Fig. 1: drive-strength map
(10 px per µm)
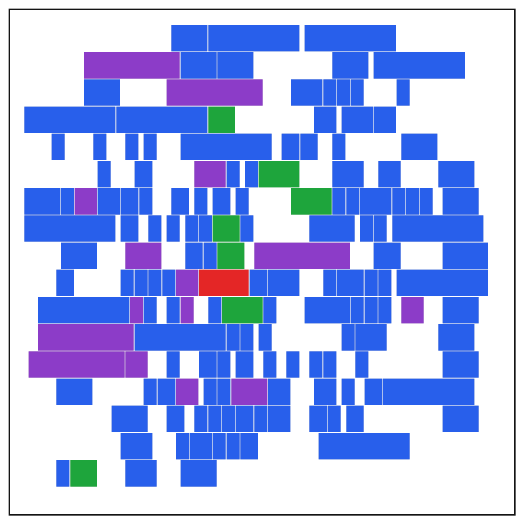
Fig. 2: routed metal, one color a layer
(10 px per µm) Two of the layers only.
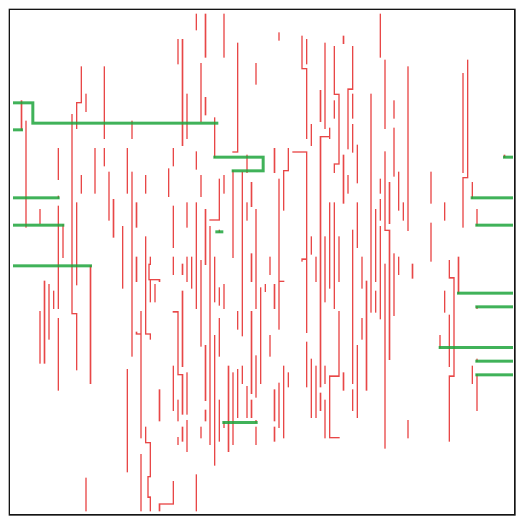
Fig. 3: port wiring
(6 px per µm)
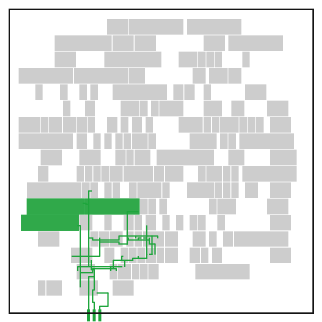
Fig. 4: I/O pins on the die edge
(10 px per µm) Pins as bars across the die edge, other pins in gray.
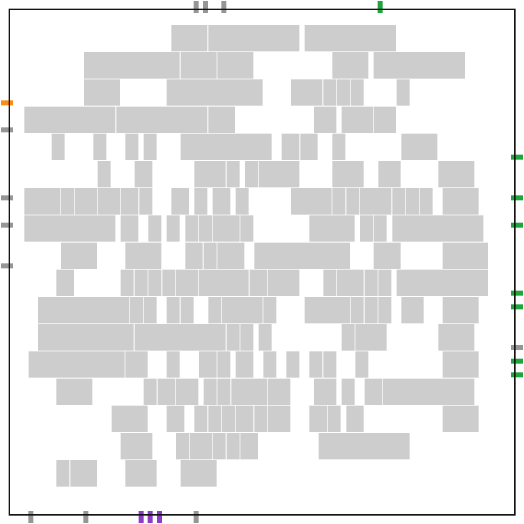
Fig. 5: placed standard cells
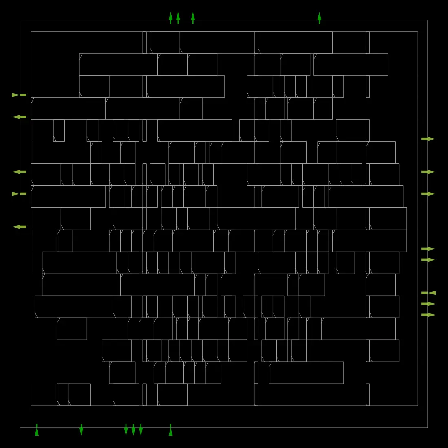
File: src/rtl/traffic_phase_ctrl_if.sv
// rtl/traffic_phase_ctrl_if.sv - watch-side inputs and lamp/display outputs of the phase sequencer
interface traffic_phase_ctrl_if;
   logic       sec_tick;
   logic       day_or_night;
   logic       ped_req;
   logic [2:0] ns_light;
   logic [2:0] ew_light;
   logic       ped_walk;
   logic [2:0] phase;
   logic [7:0] remain;

   modport master (
      output sec_tick, day_or_night, ped_req,
      input  ns_light, ew_light, ped_walk, phase, remain
   );

   modport slave (
      input  sec_tick, day_or_night, ped_req,
      output ns_light, ew_light, ped_walk, phase, remain
   );
endinterface

File: src/rtl/traffic_phase_ctrl.sv
// rtl/traffic_phase_ctrl.sv - NS/EW phase sequencer with night flash; TRAFFIC_PED_EN adds the pedestrian walk phase
// All outputs are registered from the next-state values so they change on the edge that samples sec_tick.
module traffic_phase_ctrl #(
   parameter int T_GREEN  = 10,
   parameter int T_YELLOW = 3,
   parameter int T_RED    = 2,
   parameter int T_PED    = 8
) (
   input logic                 clk,
   input logic                 rst,
   traffic_phase_ctrl_if.slave bus
);

   typedef enum logic [2:0] {
      NS_GREEN    = 3'd0,
      NS_YELLOW   = 3'd1,
      ALL_RED_1   = 3'd2,
      EW_GREEN    = 3'd3,
      EW_YELLOW   = 3'd4,
      ALL_RED_2   = 3'd5,
      PED_WALK    = 3'd6,
      NIGHT_FLASH = 3'd7
   } state_e;

   state_e     state_q, state_d;
   logic [7:0] remain_q, remain_d;
   logic       flash_q, flash_d;
   logic [2:0] ns_q, ns_d;
   logic [2:0] ew_q, ew_d;
   logic       walk_q, walk_d;

`ifdef TRAFFIC_PED_EN
   logic       ped_pend_q, ped_pend_d;
`else
   logic       unused_ped_req;
   assign unused_ped_req = bus.ped_req;
`endif

   function automatic logic [7:0] dur_of(input state_e s);
      case (s)
         NS_GREEN, EW_GREEN:   dur_of = T_GREEN[7:0];
         NS_YELLOW, EW_YELLOW: dur_of = T_YELLOW[7:0];
         ALL_RED_1, ALL_RED_2: dur_of = T_RED[7:0];
         PED_WALK:             dur_of = T_PED[7:0];
         default:              dur_of = 8'd0;
      endcase
   endfunction

   always_comb begin
      state_d  = state_q;
      remain_d = remain_q;
      flash_d  = flash_q;
      if (bus.sec_tick) begin
         if (state_q == NIGHT_FLASH) begin
            if (!bus.day_or_night) begin
               state_d  = ALL_RED_2;
               remain_d = T_RED[7:0];
               flash_d  = 1'b0;
            end else begin
               flash_d  = ~flash_q;
            end
         end else if (remain_q != 8'd1) begin
            remain_d = remain_q - 8'd1;
         end else begin
            case (state_q)
               NS_GREEN:  state_d = NS_YELLOW;
               NS_YELLOW: state_d = ALL_RED_1;
               ALL_RED_1: state_d = bus.day_or_night ? NIGHT_FLASH : EW_GREEN;
               EW_GREEN:  state_d = EW_YELLOW;
               EW_YELLOW: state_d = ALL_RED_2;
               ALL_RED_2: begin
                  if (bus.day_or_night)
                     state_d = NIGHT_FLASH;
`ifdef TRAFFIC_PED_EN
                  else if (ped_pend_q)
                     state_d = PED_WALK;
`endif
                  else
                     state_d = NS_GREEN;
               end
               default:   state_d = NS_GREEN;
            endcase
            remain_d = dur_of(state_d);
            // Lamps come on immediately when night flashing begins.
            flash_d  = (state_d == NIGHT_FLASH);
         end
      end
   end

`ifdef TRAFFIC_PED_EN
   always_comb begin
      ped_pend_d = ped_pend_q;
      if (state_d == PED_WALK && state_q != PED_WALK)
         ped_pend_d = 1'b0;
      if (bus.ped_req)
         ped_pend_d = 1'b1;
   end
`endif

   always_comb begin
      ns_d   = 3'b100;
      ew_d   = 3'b100;
      walk_d = 1'b0;
      case (state_d)
         NS_GREEN:    ns_d = 3'b001;
         NS_YELLOW:   ns_d = 3'b010;
         EW_GREEN:    ew_d = 3'b001;
         EW_YELLOW:   ew_d = 3'b010;
         NIGHT_FLASH: begin
            ns_d = {1'b0, flash_d, 1'b0};
            ew_d = {flash_d, 2'b00};
         end
`ifdef TRAFFIC_PED_EN
         PED_WALK:    walk_d = 1'b1;
`endif
         default: ;
      endcase
   end

   always_ff @(posedge clk or negedge rst) begin
      if (!rst) begin
         state_q  <= ALL_RED_2;
         remain_q <= T_RED[7:0];
         flash_q  <= 1'b0;
         ns_q     <= 3'b100;
         ew_q     <= 3'b100;
         walk_q   <= 1'b0;
      end else begin
         state_q  <= state_d;
         remain_q <= remain_d;
         flash_q  <= flash_d;
         ns_q     <= ns_d;
         ew_q     <= ew_d;
         walk_q   <= walk_d;
      end
   end

`ifdef TRAFFIC_PED_EN
   always_ff @(posedge clk or negedge rst) begin
      if (!rst)
         ped_pend_q <= 1'b0;
      else
         ped_pend_q <= ped_pend_d;
   end
`endif

   assign bus.phase    = state_q;
   assign bus.remain   = remain_q;
   assign bus.ns_light = ns_q;
   assign bus.ew_light = ew_q;
   assign bus.ped_walk = walk_q;

endmodule

File: src/flat_wrapper.sv
// flat-port wrapper written by rule: the top's interface ports become plain ports
module traffic_phase_ctrl_flat 
#(
   parameter int T_GREEN  = 10,
   parameter int T_YELLOW = 3,
   parameter int T_RED    = 2,
   parameter int T_PED    = 8
)
  (clk, rst, bus_sec_tick, bus_day_or_night, bus_ped_req, bus_ns_light, bus_ew_light, bus_ped_walk, bus_phase, bus_remain);
  traffic_phase_ctrl_if bus_i ();
  input logic clk;
  input logic rst;
  input wire logic [$bits(bus_i.sec_tick)-1:0] bus_sec_tick;
  input wire logic [$bits(bus_i.day_or_night)-1:0] bus_day_or_night;
  input wire logic [$bits(bus_i.ped_req)-1:0] bus_ped_req;
  output wire logic [$bits(bus_i.ns_light)-1:0] bus_ns_light;
  output wire logic [$bits(bus_i.ew_light)-1:0] bus_ew_light;
  output wire logic [$bits(bus_i.ped_walk)-1:0] bus_ped_walk;
  output wire logic [$bits(bus_i.phase)-1:0] bus_phase;
  output wire logic [$bits(bus_i.remain)-1:0] bus_remain;
  assign bus_i.sec_tick = bus_sec_tick;
  assign bus_i.day_or_night = bus_day_or_night;
  assign bus_i.ped_req = bus_ped_req;
  assign bus_ns_light = bus_i.ns_light;
  assign bus_ew_light = bus_i.ew_light;
  assign bus_ped_walk = bus_i.ped_walk;
  assign bus_phase = bus_i.phase;
  assign bus_remain = bus_i.remain;
  traffic_phase_ctrl #(.T_GREEN(T_GREEN), .T_YELLOW(T_YELLOW), .T_RED(T_RED), .T_PED(T_PED)) u_core (.clk(clk), .rst(rst), .bus(bus_i));
endmodule
File: config.mk
export PLATFORM = sky130hd
export DESIGN_NAME = traffic_phase_ctrl_flat
export DESIGN_NICKNAME = d
export VERILOG_FILES = /design/src/rtl/traffic_phase_ctrl_if.sv /design/src/rtl/traffic_phase_ctrl.sv /design/src/flat_wrapper.sv
export SDC_FILE = /design/constraint.sdc
export NUM_CORES = 1
export LEC_CHECK = 0
export ABC_AREA = 1
export CORE_MARGIN = 1
export CORE_UTILIZATION = 45
export CTS_CLUSTER_DIAMETER = 80
export DETAILED_ROUTE_END_ITERATION = 8
export GPL_TIMING_DRIVEN = 0
export PLACE_DENSITY = 0.72
export SYNTH_ARGS = -nofsm -noshare
export SYNTH_HDL_FRONTEND = slang
export SYNTH_SLANG_ARGS = --single-unit
File: constraint.sdc
create_clock -name clk -period 2.52 [get_ports clk]
set_input_delay 0.504 -clock clk [delete_from_list [all_inputs] [get_ports clk]]
set_output_delay 0.504 -clock clk [all_outputs]
set_load 0.1 [all_outputs]
==> results.sh <==
# yosys + openroad results
export IMPL_grt_pass1_vias=849
export IMPL_setup_viol_count_final=0
export IMPL_drt_pre_antenna_iters=4
export IMPL_rrSetupSlack_ps=810
export IMPL_path_class="flop to output pin"
export IMPL_timing_rr_end="u_core.bus.ns_light[2]$_DFF_PN1_"
export IMPL_route_met2_wl_mm=1.03
export IMPL_insertedDiodeCount=0
export IMPL_cts_buffer_depth=2
export IMPL_area_delta_synth_final_pct=25.7
export IMPL_fp_dieW_um=50.4
export IMPL_rsz0062_at_grt="no"
export IMPL_preCtsSetupSlack_ps=281
export IMPL_fin_ws_ps=76.3
export IMPL_worst_slew_pin_slew_ps=974
export IMPL_endpoint="bus_ns_light[2]"
export IMPL_endpoint_kind="output pin"
export IMPL_cp_num_buf_inv=1
export IMPL_fin_hold_ws_ps=566
export IMPL_antenna_found_initial=0
export IMPL_r2r_cells=10
export IMPL_slew_violations=0
export IMPL_synthArstFlopShare_pct=100
export IMPL_final_common_cell="nand2_1"
export IMPL_postCtsSetupRepairBufs=0
export IMPL_ys_types=25
export IMPL_final_nets=168
export IMPL_final_cells=188
export IMPL_drt_initial_drc_count=27
export IMPL_synth_nets=143
export IMPL_reg2reg_from="u_core.bus.remain[1]$_DFFE_PN1P_"
export IMPL_mux_area_share_pct=0
export IMPL_startpoint_type="flop"
export IMPL_critical_path_top_delay_family="buffers and inverters"
export IMPL_core_area_um2=2210
export IMPL_ys_area_um2=1050
export IMPL_worstPathCellList="clkdlybuf4s50_1"
export IMPL_ys_flops=18
export IMPL_dr_max_layer_used="met4"
export IMPL_critPathMaxStageDelay_ps=1120
export IMPL_min_path_cells=1
export IMPL_fmax_mhz=409
export IMPL_status="completed"
export IMPL_wl_met3_um=83
export IMPL_yosysWarnings=0
export IMPL_place_hpwl_mm=1.59
export IMPL_critPathArrivalTime_ps=1940
export IMPL_initCoreUtil_pct=47.7
export IMPL_yosysTopAreaCellShare_pct=30.8
export IMPL_min_period_ps=2440
export IMPL_maxCapViolations=0
export IMPL_cts_buffers=3
export IMPL_fin_worst_skew_ps=2.98
export IMPL_htreeDepth=1
export IMPL_synth_logic_top_family="simple AND/OR/NAND/NOR gates"
export IMPL_worst_path_max_delay_cell="clkdlybuf4s50_1"
export IMPL_grt_max_degree=19
export IMPL_ios=23
export IMPL_grt_pass1_wl_mm=3.48
-- Fig. 1 (at the start) --
| size | color | cells | share |
|---|---|---|---|
| x1 and smaller | blue | 137 | 86% |
| x2 | purple | 15 | 9.4% |
| x3 and x4 | green | 7 | 4.4% |
| x6 and larger | red | 1 | 0.63% |

-- Fig. 2 (at the start) --
| layer | color | wire length |
|---|---|---|
| M2 | red | 1,030 µm |
| M3 | green | 83.2 µm |
WL/cell: 11.0 µm
via count: 936
final wirelength: 2.07 mm
Total GRT Usage: 17.9%

-- Fig. 3 (at the start) --
| port | color | direction | end cells | buffers | wire |
|---|---|---|---|---|---|
| bus_phase | green | output | 3 | 3 | 123 µm |

-- Fig. 4 (at the start) --
| port | color | pins | direction | edge |
|---|---|---|---|---|
| bus_phase | purple | 3 | output | south |
| clk | orange | 1 | input | west |
| bus_remain | green | 8 | output | 7 east, 1 north |

-- Fig. 5 (at the start) --
row count: 17
final core occ: 60.0%
registers: 18
FILL cells: 211
Tap Count: 28

flip-flops by register name, summed over array words and instances, names as in the netlist:
register and flops:
u_core.bus.remain 8, u_core.bus.ew_light 3, u_core.bus.ns_light 3, u_core.bus.phase 3
u_core.flash_q 1
timing repair:
item / in CTS / in global routing
endpoints found under the setup margin: 2 / 1
gates resized: 2 / 1
gates cloned: 0 / 0
per-layer routing:
layer | GRT usage, % | up-vias
met2 | 32.4 | 17
li1 | - | 479
met1 | 21.1 | 438
met4 | 4.63 | 0
met3 | 4.24 | 2
met5 | 0 | -
how the worst min path moves through the flow:
stage | from | endpoint
2_1_floorplan | rst | u_core.bus.ew_light[0]$_DFF_PN0_
4_1_cts | u_core.bus.remain[2]$_DFFE_PN0P_ | u_core.bus.remain[2]$_DFFE_PN0P_
3_5_place_dp | u_core.bus.remain[2]$_DFFE_PN0P_ | u_core.bus.remain[2]$_DFFE_PN0P_
5_1_grt | u_core.bus.remain[2]$_DFFE_PN0P_ | u_core.bus.remain[2]$_DFFE_PN0P_
3_3_place_gp | u_core.bus.remain[2]$_DFFE_PN0P_ | u_core.bus.remain[2]$_DFFE_PN0P_
6_report | u_core.bus.remain[2]$_DFFE_PN0P_ | u_core.bus.remain[2]$_DFFE_PN0P_
area by class of cell:
cell class	instances	area, µm²	share of cell area [%]
clock buffer	4	36.3	2.74
buffer	1	7.51	0.566
sequential	18	457	34.4
timing repair buffer	20	200	15.1
inverter	22	82.6	6.23
multi-input combinational	95	508	38.3
tap	28	35.0	2.64
